Nets reached from selected ports:
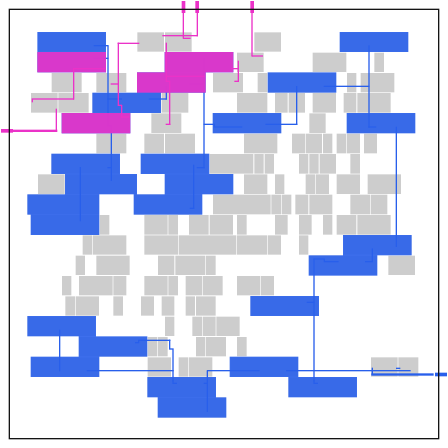
Placement view:
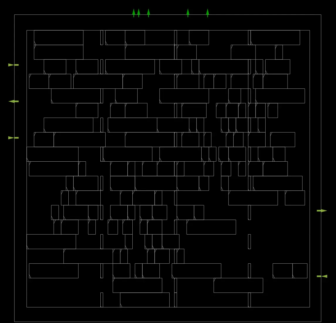
Wiring by layer:
Scale bar: 20 um.
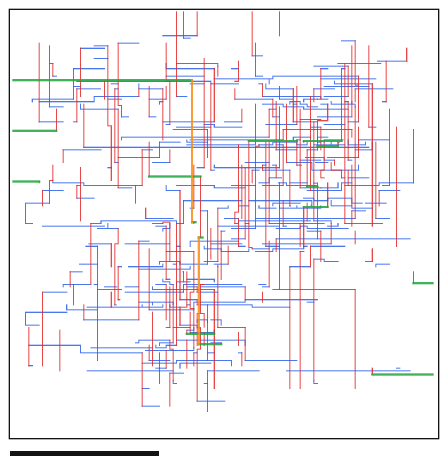
$ cat src/rtl/uart_pkg.sv
// uart_pkg: shared receiver state encoding, ASCII hex range limits and default bit period.
package uart_pkg;
   typedef enum logic [2:0] {IDLE, START, DATA, STOP, DONE} state_t;
   localparam logic [7:0] ASCII_0  = 8'h30;
   localparam logic [7:0] ASCII_9  = 8'h39;
   localparam logic [7:0] ASCII_UA = 8'h41;
   localparam logic [7:0] ASCII_UF = 8'h46;
   localparam logic [7:0] ASCII_LA = 8'h61;
   localparam logic [7:0] ASCII_LF = 8'h66;
   localparam int CLKS_PER_BIT_DEF = 434;
endpackage

$ cat src/rtl/hex_ascii_decode.sv
// hex_ascii_decode: combinational ASCII hex digit ('0'-'9', 'A'-'F', 'a'-'f') to 4-bit value.
module hex_ascii_decode
   import uart_pkg::*;
(
   input  logic [7:0] data,
   output logic [3:0] value,
   output logic       valid
);
   logic digit, alpha;
   assign digit = data >= ASCII_0 && data <= ASCII_9;
   assign alpha = (data >= ASCII_UA && data <= ASCII_UF) || (data >= ASCII_LA && data <= ASCII_LF);
   assign valid = digit || alpha;
   // letters sit at 0x?1..0x?6 in both cases, so the low nibble plus 9 gives 10..15
   assign value = digit ? data[3:0] : alpha ? data[3:0] + 4'd9 : 4'd0;
endmodule

$ cat src/rtl/uart_nibble_rx.sv
// uart_nibble_rx: 8N1 UART receiver delivering one nibble per character with a one-cycle strobe.
// UART_RX_ASCII_EN selects ASCII hex decoding; otherwise the low nibble of each byte is passed through.
module uart_nibble_rx
   import uart_pkg::*;
#(
   parameter int CLKS_PER_BIT = CLKS_PER_BIT_DEF
) (
   input  logic       CLOCK_50,
   input  logic       KEY,
   input  logic       UART_RXD,
   output logic [3:0] w_RX_Byte,
   output logic       w_RX_DV,
   output logic       o_rx_err,
   output logic       o_busy
);
   localparam int CW = $clog2(CLKS_PER_BIT);
   localparam logic [CW-1:0] TICK = CW'(CLKS_PER_BIT - 1);
   localparam logic [CW-1:0] HALF = CW'((CLKS_PER_BIT - 1) / 2);
`ifdef UART_RX_ASCII_EN
   localparam int DW = 8;
`else
   localparam int DW = 4;
`endif

   state_t          state, state_nx;
   logic            rxd_m, rxd_s;
   logic [CW-1:0]   clk_cnt;
   logic [2:0]      bit_cnt;
   logic [DW-1:0]   shreg;
   logic [3:0]      nib;
   logic            nib_ok, tick, stop_pt, good;

`ifdef UART_RX_ASCII_EN
   hex_ascii_decode u_dec (.data(shreg), .value(nib), .valid(nib_ok));
`else
   assign nib    = shreg;
   assign nib_ok = 1'b1;
`endif

   assign tick    = clk_cnt == TICK;
   assign stop_pt = state == STOP && tick;
   assign good    = rxd_s && nib_ok;
   assign o_busy  = state != IDLE;

   always_comb begin
      state_nx = state;
      case (state)
         IDLE:    state_nx = rxd_s ? IDLE : START;
         START:   if (clk_cnt == HALF) state_nx = rxd_s ? IDLE : DATA;
         DATA:    if (tick && bit_cnt == 3'd7) state_nx = STOP;
         STOP:    if (tick) state_nx = DONE;
         default: state_nx = rxd_s ? IDLE : START;
      endcase
   end

   always_ff @(posedge CLOCK_50 or negedge KEY) begin
      if (!KEY) begin
         state     <= IDLE;
         rxd_m     <= 1'b1;
         rxd_s     <= 1'b1;
         clk_cnt   <= '0;
         bit_cnt   <= '0;
         shreg     <= '0;
         w_RX_Byte <= '0;
         w_RX_DV   <= 1'b0;
         o_rx_err  <= 1'b0;
      end else begin
         state   <= state_nx;
         rxd_m   <= UART_RXD;
         rxd_s   <= rxd_m;
         clk_cnt <= (state == IDLE || state_nx != state || tick) ? '0 : clk_cnt + 1'b1;
         if (state == START) bit_cnt <= '0;
         // the raw build keeps only data bits 0..3
         if (state == DATA && tick) begin
            bit_cnt <= bit_cnt + 1'b1;
            if (DW == 8 || !bit_cnt[2]) shreg[bit_cnt[$clog2(DW)-1:0]] <= rxd_s;
         end
         w_RX_DV  <= stop_pt && good;
         o_rx_err <= stop_pt && !good;
         if (stop_pt && good) w_RX_Byte <= nib;
      end
   end
endmodule

$ cat config.mk
export PLATFORM = sky130hd
export DESIGN_NAME = uart_nibble_rx
export DESIGN_NICKNAME = d
export VERILOG_FILES = /design/src/rtl/uart_pkg.sv /design/src/rtl/hex_ascii_decode.sv /design/src/rtl/uart_nibble_rx.sv
export SDC_FILE = /design/constraint.sdc
export NUM_CORES = 1
export LEC_CHECK = 0
export ABC_CLOCK_PERIOD_IN_PS = 2650
export CAP_MARGIN = 20
export CORE_MARGIN = 2
export CORE_UTILIZATION = 48
export DETAILED_ROUTE_END_ITERATION = 16
export PLACE_DENSITY = 0.67
export SYNTH_ARGS = -nofsm -noshare
export SYNTH_HDL_FRONTEND = slang
export SYNTH_SLANG_ARGS = --single-unit
$ cat constraint.sdc
create_clock -name CLOCK_50 -period 2.65 [get_ports CLOCK_50]
set_clock_uncertainty 0.2 [all_clocks]
set_input_delay 0.3975 -clock CLOCK_50 [delete_from_list [all_inputs] [get_ports CLOCK_50]]
set_output_delay 0.3975 -clock CLOCK_50 [all_outputs]
set_load 0.02 [all_outputs]
==> reports/qor.yml <==
global_route:
  grt_pass1_vias: 887
  gr-total-overflow: 0
  grt_max_degree: 28
  grt_pass1_wl_mm: 4.11
  antenna_found_initial: 0
clock_tree:
  post_cts_buffers: 0
  clk_latency_ps: 330
  cts-root-buf: "clkbuf_4"
  cts_hold_buffers: 0
  clockBufferDepth: 2
  cts_tree: "yes"
  h-tree-depth: 1
  cts_buffers: 3
final_timing:
  rsz0062_at_grt: "false"
  max-slew-margin-rel_pct: 76.4
  setup_slack_ps: 256
  tightest_slew_ps: 353
  fmax_mhz: 418
  period_used_pct: 90.3
  hold_violations: 0
  setup_viol: 0
synthesis:
  netlist_instances: 124
  yosys.area.top_type: "dfrtp_1"
  synth_area_um2: 1370
  yosys-stat-area_um2: 1370
  synth_warnings: 0
  edf_count: 0
  ys_types: 35
  top_cell_area_share_pct: 45.8
  ys_cells: 124
  numSynthFlops: 27
  ys_seq_share_pct: 49.7
  syn_nets: 135
worst_setup_path:
  startpoint_type: "register"
  path_max_fanout: 10
  end_kind: "output port"
  rrSetupSlack_ps: 560
  critPathArrivalTime_ps: 1800
  critPathKind: "reg -> out"
detailed_routing:
  drtAntennaViolNets: 0
  num_vias: 911
  wl_mm: 2.33
  routedWlPerCell_um: 14.0
  drt_iter0_markers: 17
  drc: 0
  drt-pass1-iter-count: 4
  avgViaCountPerCell: 5.49
cells_and_area:
  logic_area_um2: 637
  lay_top_cells: "dfrtp_1, nor2_1, inv_1, clkdlybuf4s50_1"
  stdcell_count: 166
  num-fill-cells: 250
  antenna_cells: 0
  seqCellArea_um2: 678
  nets: 147
  layout.cells.most_common: "dfrtp_1"
power_and_ir_drop:
  irDropWorstVdd_v: 0.000344
  p_int_uw: 477
  combinationalPowerShare_pct: 1.9
  power.density_nw_per_um2: 406
run_status:
  status: "completed"
floorplan:
  core-area_um2: 2730
  fp_util_pct: 49.9
  dieArea_um2: 3290
  fp.dieW_um: 57.3
  die_height_um: 57.3
min_path:
  hp-class: "reg -> reg"
placement:
  dp_slack_ps: 567
  dp.cells: 162
  gp_congestion: 0.823
  dp_hpwl_mm: 1.75
  postPlaceCellArea_um2: 1490
flow_run:
  tool_warnings: 31
Notes on 'nets reached from selected ports' above:
magenta -> w_RX_Byte  # bits 4, direction output, end cells 4, buffers 4, wire 78.1 um
blue -> KEY  # bits 1, direction input, end cells 27, buffers 2, wire 199 um
Ports: 10
input/output buffers: 9

Notes on 'placement view' above:
tap cells: 31
register share of the cell area: 44.8%

Notes on 'wiring by layer' above:
red -> M2  # wire length 1,090 um
orange -> M4  # wire length 33.3 um
green -> M3  # wire length 76.6 um
blue -> M1  # wire length 1,130 um

final timing paths:
check                                    endpoint  cells after the start                  from
setup / recovery                           o_busy                      3    state[1]$_DFF_PN0_
setup reg to reg               nib[2]$_DFFE_PN0P_                      6  clk_cnt[1]$_DFF_PN0_
hold reg to reg                    good$_DFF_PN1_                      0       rxd_m$_DFF_PN1_
hold / removal                     good$_DFF_PN1_                      0       rxd_m$_DFF_PN1_
min in group asynchronous  bit_cnt[2]$_DFFE_PN0P_                      2                   KEY
max in group asynchronous         rxd_m$_DFF_PN1_                      2                   KEY
Yosys cell counts (all sizes together), types with 2 or more instances:
| master | n |
|---|---|
| nor2 | 18 |
| ha | 8 |
| xnor2 | 5 |
| o211ai | 2 |
| a21oi | 2 |
| xor2 | 2 |
| dfstp | 2 |
| nand3 | 7 |
| o22ai | 3 |
| nand2 | 7 |
| nand4 | 2 |
| nor3 | 6 |
| mux2 | 8 |
| a32oi | 2 |
| dfrtp | 25 |
| inv | 9 |
| buf | 2 |
cell families after synthesis:
logic type,count (synthesis),share of synthesized area [%]
and+or+nand+nor,49,20.7
DFF,27,49.7
adders and majority gates,8,7.33
buffers and inverters,12,3.67
AOI/OAI and AO/OA,13,7.52
muxes,8,6.60
xor gates and xnor gates,7,4.49
final cells by class:
class                      instances  share of cell area, %
clock buffer                       3                   1.49
timing repair buffer              10                   6.44
clock inverter                     1                  0.495
multi-input combinational         85                   42.0
sequential                        27                   44.8
tap                               31                   2.56
inverter                           9                   2.23
per-stage QoR:
stage	hold WS [ps]	util [%]	power, uW
final	169	55.4	615
after global routing	170	55.4	636
after CTS	169	55.4	624
after detailed placement	149	54.3	437
after global placement	147	54.3	437
after floorplan	-98.1	-	424
per-layer routing:
layer	routed length (um)	share of wire (%)	up-vias	global-route usage, %
met5	0	0	-	0
met1	1130	49	437	23.4
met2	1090	47	21	24.5
li1	-	-	449	-
met4	33	1.4	0	5.98
met3	76	3.3	4	2.72
worst max-delay path, delay by kind of cell (launching register included):
| family | cells | cell delay (ps) |
|---|---|---|
| AND/OR/NAND/NOR | 1 | 100 |
| buffers and inverters | 2 | 790 |
| flip-flops | 1 | 580 |
registers in the layout, summed over array words and instances (netlist names):
| signal | count |
|---|---|
| nib | 4 |
| clk_cnt | 9 |
| w_RX_DV | 1 |
| o_rx_err | 1 |
| bit_cnt | 3 |
| good | 1 |
| rxd_m | 1 |
| w_RX_Byte | 4 |
| state | 3 |
power groups by stage:
stage          clock, uW  combinational [uW]  sequential (uW)
4_1_cts              194                12.5              417
2_1_floorplan          0               0.132              424
3_5_place_dp           0                12.5              425
3_3_place_gp           0                12.2              425
5_1_grt              205                13.7              417
6_report             186                11.5              417
Power and IR drop assume default switching activity.
